===== src/rtl/painel_chamadas_pkg.sv =====
// Shared definitions for the call panel: FSM encoding and default geometry.
package painel_chamadas_pkg;
  typedef enum logic [1:0] {
    IDLE         = 2'd0,
    WAIT_CHEGADA = 2'd1,
    SERVE        = 2'd2
  } estado_t;

  localparam int N_ANDARES_DEF = 5;
  localparam int W_ANDAR_DEF   = 3;
  localparam int TIMEOUT_DEF   = 64;
endpackage


===== src/rtl/seletor_alvo.sv =====
// SCAN target selector: picks the next floor to serve from the pending calls.
module seletor_alvo #(
  parameter int N_ANDARES = 5,
  parameter int W_ANDAR   = 3
) (
  input  logic [N_ANDARES-1:0] pendentes,
  input  logic [W_ANDAR-1:0]   andar_atual,
  input  logic                 dir_sobe,
  output logic [W_ANDAR-1:0]   alvo,
  output logic                 valido,
  output logic                 novo_dir
);
  logic                 aqui_ok, acima_ok, abaixo_ok;
  logic [W_ANDAR-1:0]   acima, abaixo;

  always_comb begin
    aqui_ok   = 1'b0;
    acima_ok  = 1'b0;
    abaixo_ok = 1'b0;
    acima     = '0;
    abaixo    = '0;
    // Descending scan leaves the lowest floor above; ascending leaves the highest below.
    for (int i = N_ANDARES - 1; i >= 0; i--) begin
      if (pendentes[i] && (W_ANDAR'(i) > andar_atual)) begin
        acima_ok = 1'b1;
        acima    = W_ANDAR'(i);
      end
    end
    for (int i = 0; i < N_ANDARES; i++) begin
      if (pendentes[i] && (W_ANDAR'(i) < andar_atual)) begin
        abaixo_ok = 1'b1;
        abaixo    = W_ANDAR'(i);
      end
      if (pendentes[i] && (W_ANDAR'(i) == andar_atual))
        aqui_ok = 1'b1;
    end
  end

  always_comb begin
    alvo     = '0;
    valido   = |pendentes;
    novo_dir = dir_sobe;
    if (aqui_ok) begin
      alvo = andar_atual;
    end else if (dir_sobe) begin
      if (acima_ok) begin
        alvo = acima;
      end else if (abaixo_ok) begin
        alvo     = abaixo;
        novo_dir = 1'b0;
      end
    end else begin
      if (abaixo_ok) begin
        alvo = abaixo;
      end else if (acima_ok) begin
        alvo     = acima;
        novo_dir = 1'b1;
      end
    end
  end
endmodule


===== src/rtl/painel_chamadas.sv =====
// Hall/cabin call controller: latches button presses, dispatches one-hot
// requests to the elevator in SCAN order and clears calls on arrival.
module painel_chamadas
  import painel_chamadas_pkg::*;
#(
  parameter int N_ANDARES = N_ANDARES_DEF,
  parameter int W_ANDAR   = W_ANDAR_DEF,
  parameter int TIMEOUT   = TIMEOUT_DEF
) (
  input  logic                 clk,
  input  logic                 reset,
  input  logic [N_ANDARES-1:0] botao,
  input  logic [W_ANDAR-1:0]   andar_atual,
  input  logic                 door_open,
  input  logic                 busy,
  output logic [N_ANDARES-1:0] req,
  output logic [N_ANDARES-1:0] pendentes,
  output logic [W_ANDAR-1:0]   andar_alvo,
  output logic                 dir_sobe,
  output logic                 erro
);
  localparam int TW = $clog2(TIMEOUT);

  estado_t              estado;
  logic [TW-1:0]        timer;
  logic [N_ANDARES-1:0] botao_q, rise, absorve, limpa, pend_next;
  logic [W_ANDAR-1:0]   sel_alvo;
  logic                 sel_valido, sel_dir, chegou;

  // Out-of-range indices map to an all-zero mask, so they never match a floor.
  function automatic logic [N_ANDARES-1:0] onehot(input logic [W_ANDAR-1:0] idx);
    logic [N_ANDARES-1:0] m;
    m = '0;
    for (int i = 0; i < N_ANDARES; i++)
      if (W_ANDAR'(i) == idx) m[i] = 1'b1;
    return m;
  endfunction

  seletor_alvo #(
    .N_ANDARES (N_ANDARES),
    .W_ANDAR   (W_ANDAR)
  ) u_seletor (
    .pendentes   (pendentes),
    .andar_atual (andar_atual),
    .dir_sobe    (dir_sobe),
    .alvo        (sel_alvo),
    .valido      (sel_valido),
    .novo_dir    (sel_dir)
  );

  // Arrival clear is applied after the new-press OR, so it wins over a same-cycle re-press.
  always_comb begin
    chegou    = (andar_atual == andar_alvo) && door_open;
    rise      = botao & ~botao_q;
    absorve   = door_open ? onehot(andar_atual) : '0;
    limpa     = (estado == WAIT_CHEGADA && chegou) ? onehot(andar_alvo) : '0;
    pend_next = (pendentes | (rise & ~absorve)) & ~limpa;
  end

  always_ff @(posedge clk or negedge reset) begin
    if (!reset) begin
      estado     <= IDLE;
      timer      <= '0;
      botao_q    <= '0;
      pendentes  <= '0;
      req        <= '0;
      andar_alvo <= '0;
      dir_sobe   <= 1'b1;
      erro       <= 1'b0;
    end else begin
      botao_q   <= botao;
      pendentes <= pend_next;
      case (estado)
        IDLE: begin
          req <= '0;
          if (sel_valido) begin
            andar_alvo <= sel_alvo;
            req        <= onehot(sel_alvo);
            dir_sobe   <= sel_dir;
            timer      <= '0;
            estado     <= WAIT_CHEGADA;
          end
        end
        WAIT_CHEGADA: begin
          if (chegou) begin
            req    <= '0;
            timer  <= '0;
            estado <= SERVE;
          end else if (timer == TW'(TIMEOUT - 1)) begin
            erro   <= 1'b1;
            req    <= '0;
            timer  <= '0;
            estado <= IDLE;
          end else begin
            timer <= timer + 1'b1;
          end
        end
        SERVE: begin
          req <= '0;
          if (!door_open) estado <= IDLE;
        end
        default: begin
          req    <= '0;
          estado <= IDLE;
        end
      endcase
    end
  end

  // busy is informational only; the elevator queues req internally.
  logic unused_busy;
  assign unused_busy = busy;
endmodule

===== config.mk =====
export PLATFORM = sky130hd
export DESIGN_NAME = painel_chamadas
export DESIGN_NICKNAME = d
export VERILOG_FILES = /design/src/rtl/painel_chamadas_pkg.sv /design/src/rtl/seletor_alvo.sv /design/src/rtl/painel_chamadas.sv
export SDC_FILE = /design/constraint.sdc
export NUM_CORES = 1
export LEC_CHECK = 0
export CORE_UTILIZATION = 48
export CTS_CLUSTER_SIZE = 20
export DETAILED_ROUTE_END_ITERATION = 7
export PLACE_DENSITY = 0.76
export RECOVER_POWER = 25
export SKIP_LAST_GASP = 1
export SYNTH_ARGS = -nofsm -noshare
export SYNTH_HDL_FRONTEND = slang
export SYNTH_SLANG_ARGS = --single-unit

===== constraint.sdc =====
create_clock -name clk -period 1.9 [get_ports clk]
set_clock_uncertainty 0.05 [all_clocks]
set_input_delay 0.19 -clock clk [delete_from_list [all_inputs] [get_ports clk]]
set_output_delay 0.19 -clock clk [all_outputs]
set_load 0.03 [all_outputs]

**Drive-strength map**

Scale: 6 px per micron.
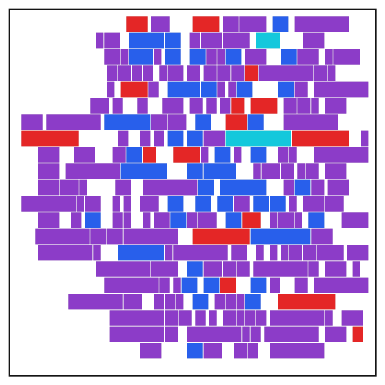
[x3 and x4] blue | cells: 44
[x1 and smaller] purple | cells: 169
[x2] red | cells: 16
[x6 and larger] cyan | cells: 2
Plain + repair buffers: 59
Layout area overhead: 37.3%
fin area: 2280 sq um
final worst setup slack: -0.0117 ns

**Met3 routing**

Scale: 8 px per micron.
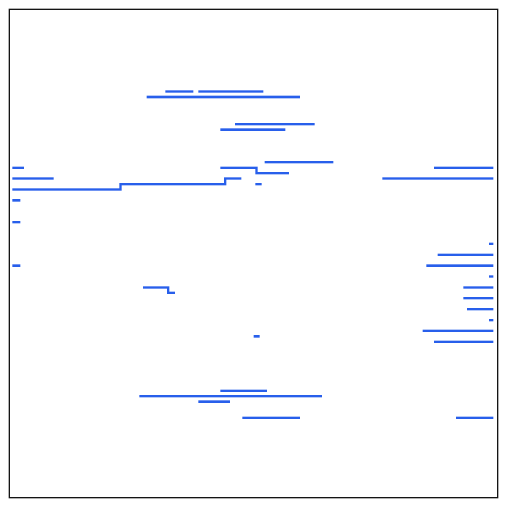
nets with wire on the layer: 31
share of all routed wire: 4.8%
wire length on this layer: 212 microns
longest straight run: 22.5 microns
main direction: horizontal
final wirelength: 4.44 mm
total number of vias: 1564
met3 usage: 0.0341

**Congestion heat map**

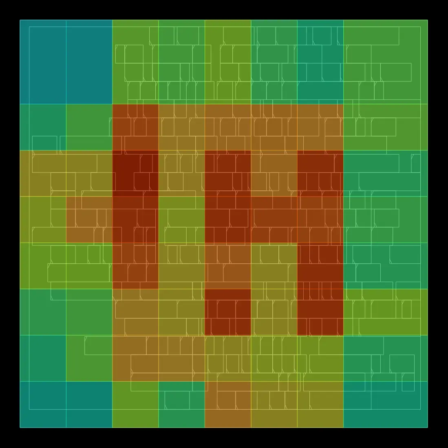
GRT busiest layer: met2
routing usage on met1: 0.342

==> GITHUB_STEP_SUMMARY <==
### Flow metrics

| Metric | Value |
|---|---|
| Post-synth ARST share | 1.00 |
| Crit path buf inv count | 1 |
| CTS Root Cell | clkbuf_4 |
| Synth top cell by count | dfrtp_1 |
| Setup Viol. Count Final | 1 |
| Most used flip-flop cell | dfrtp_1 |
| XOR-XNOR Cells, Area Fraction | 0.0211 |
| Largest Pwr Group | combinational logic |
| Antenna diode count | 0 |
| DIE AREA | ~3700 sq um |
| Result of the run | finished with violations |
| Fp util | 0.498 |
| Sw Pwr | 1.04 mW |
| Overall power | around 2.6 mW |
| Antenna violations before repair | 0 |
| H-tree levels | 1 |
| Cell family with most CP delay | AND-OR/OR-AND gates |
| DRT iter0 DRCs | ~100 |
| Seq power | roughly 0.9 mW |
| Routed vias/inst | ~5.6 |
| Clk pwr share | 0.153 |
| CP Class | flip-flop to flip-flop |
| Synth Instances | approximately 180 |
| Crit. path cell count | 6 |
| First-pass GRT wire length | roughly 6.7 mm |
| Overflow left after global routing | 0 |
| Largest net degree at the start of global routing | 29 |
| Multiplexer share | 0.0218 |
| YS chip area | approximately 1700 sq um |
| Synth top cells by count | dfrtp_1 (27), o21ai_0 (18), nand2_1 (17), inv_1 (12) |
| Maximum clock rate | 523 MHz |
| Post-placement setup slack | -0.354 ns |
| Clk. pwr | roughly 0.4 mW |
| Sw Ratio | 0.401 |
| Tool warning count | 28 |
| Max-area cell share | 0.406 |
| Post-CTS Resized | 3 |
| Reg2Reg Depth | 6 |
| P_comb | about 1.3 mW |
| Comb area leader | AND-OR/OR-AND gates |
| Top cells, area | dfrtp_1 (41%), o21ai_0 (5.4%), a31oi_1 (4.1%), nand2_1 (3.8%), inv_1 (2.7%) |
| Adder Share, Synth | 0.00752 |
| RePlAce Congestion | 0.875 |
| Hold Fails Final Rpt | 0 |
| Final Cycle Share | 1.01 |
| Critical path endpoint category | flip-flop |
| Failing checks | negative setup slack |
| Synthesized area | around 1700 sq um |
| Synth warnings | 0 |
| EDFF count, synth | 0 |
| R2R Path Start | pendentes[1]$_DFF_PN0_ |
| Post-Syn Nets | 190 |
| Vias in the first global route | approximately 1500 |
| Clock Sinks | 28 |
| Dominant cell type by area after synthesis | dfrtp_1 |
| Worst path max stage delay | approximately 0.5 ns |
| Critical Path End | req[3]$_DFFE_PN0P_ |
| Sequential power share | 0.337 |
| Worst-margin pin slew | 0.683 ns |
| Total Routing Usage GR | 0.243 |
| Mean post-synth cell area | 9.39 sq um |
| Core Region | 3340 sq um |
| Post-route insts no fill | about 280 |
| Max VDD drop | 663 uV |
| Critical-path cell list | nor2_2 > a211o_2 > buf_4 > nor3_2 > o31ai_4 > a32o_1 |
| Final hold slack | roughly 0.35 ns |
| Max-cap viol count | 0 |
| Final worst setup slack | -0.0117 ns |
| # port buffers | 25 |
| Arrival @ worst endpoint | 2.11 ns |
| Hold Path Class | primary input to async pin |
| Relative slew slack | 0.545 |
| Layout cells sized above 1 | 0.268 |
| Slew Limit Fails | 0 |
| Crit path launch type | flip-flop |
| Clk buf depth | 2 |
| CTS tree | yes |
| Pleak | around 1.0 nW |
| RSZ-0062 raised after global routing | yes |
## layer usage
| metal | global-route usage | part of all wire | vias to the layer above |
|---|---|---|---|
| met5 | 0 | 0 | - |
| met4 | 0.0455 | 0.0043 | 0 |
| met3 | 0.0341 | 0.048 | 2 |
| met2 | 0.403 | 0.49 | 48 |
| met1 | 0.342 | 0.46 | 764 |
| li1 | - | - | 750 |
## area by class of cell
cell class	instances	area [sq um]
clock buffer	3	22.5
tap	46	57.6
clock inverter	1	30.0
timing repair buffer	59	517
multi-input combinational	128	906
sequential	28	706
inverter	12	45.0
fill	273	1050
## layout by cell type, fill, tap and decap left out, types with 2 or more instances in the layout
cell	netlist	layout
buf_4	0	32
o31ai_1	4	3
a21oi_1	5	5
mux2_4	1	2
a31oi_1	11	11
o21ai_0	18	18
dlygate4sd2_1	0	2
a22o_1	4	4
dlymetal6s2s_1	0	5
o31ai_4	0	2
o21bai_1	3	3
nand3b_1	2	2
nor2b_1	4	4
dfrtp_1	27	24
inv_1	12	12
nand3_1	5	5
o21a_1	2	2
dfrtp_2	0	3
nand2b_1	3	3
nand2_1	17	17
a22oi_2	1	2
clkdlybuf4s50_1	0	12
nand4_1	2	2
a32o_1	3	3
xnor2_1	4	4
and3_1	3	2
clkbuf_4	0	3
nor2_1	11	10
dlygate4sd3_1	0	6
nor2_2	1	2
## sequential cells by signal, indices dropped and copies added (netlist names)
signal and count:
erro 1, dir_sobe 1, andar_alvo 3, pendentes 5
estado 2, botao_q 5, req 5, timer 6
## worst register-to-register path, cell delays in order (launching register included)
cell and delay [ns]:
dfrtp_2 0.51, nor2_2 0.07, a211o_2 0.38, buf_4 0.15, nor3_2 0.25, o31ai_4 0.13
a32o_1 0.28
Power figures rest on the tool's default switching activity, not on a simulated workload.
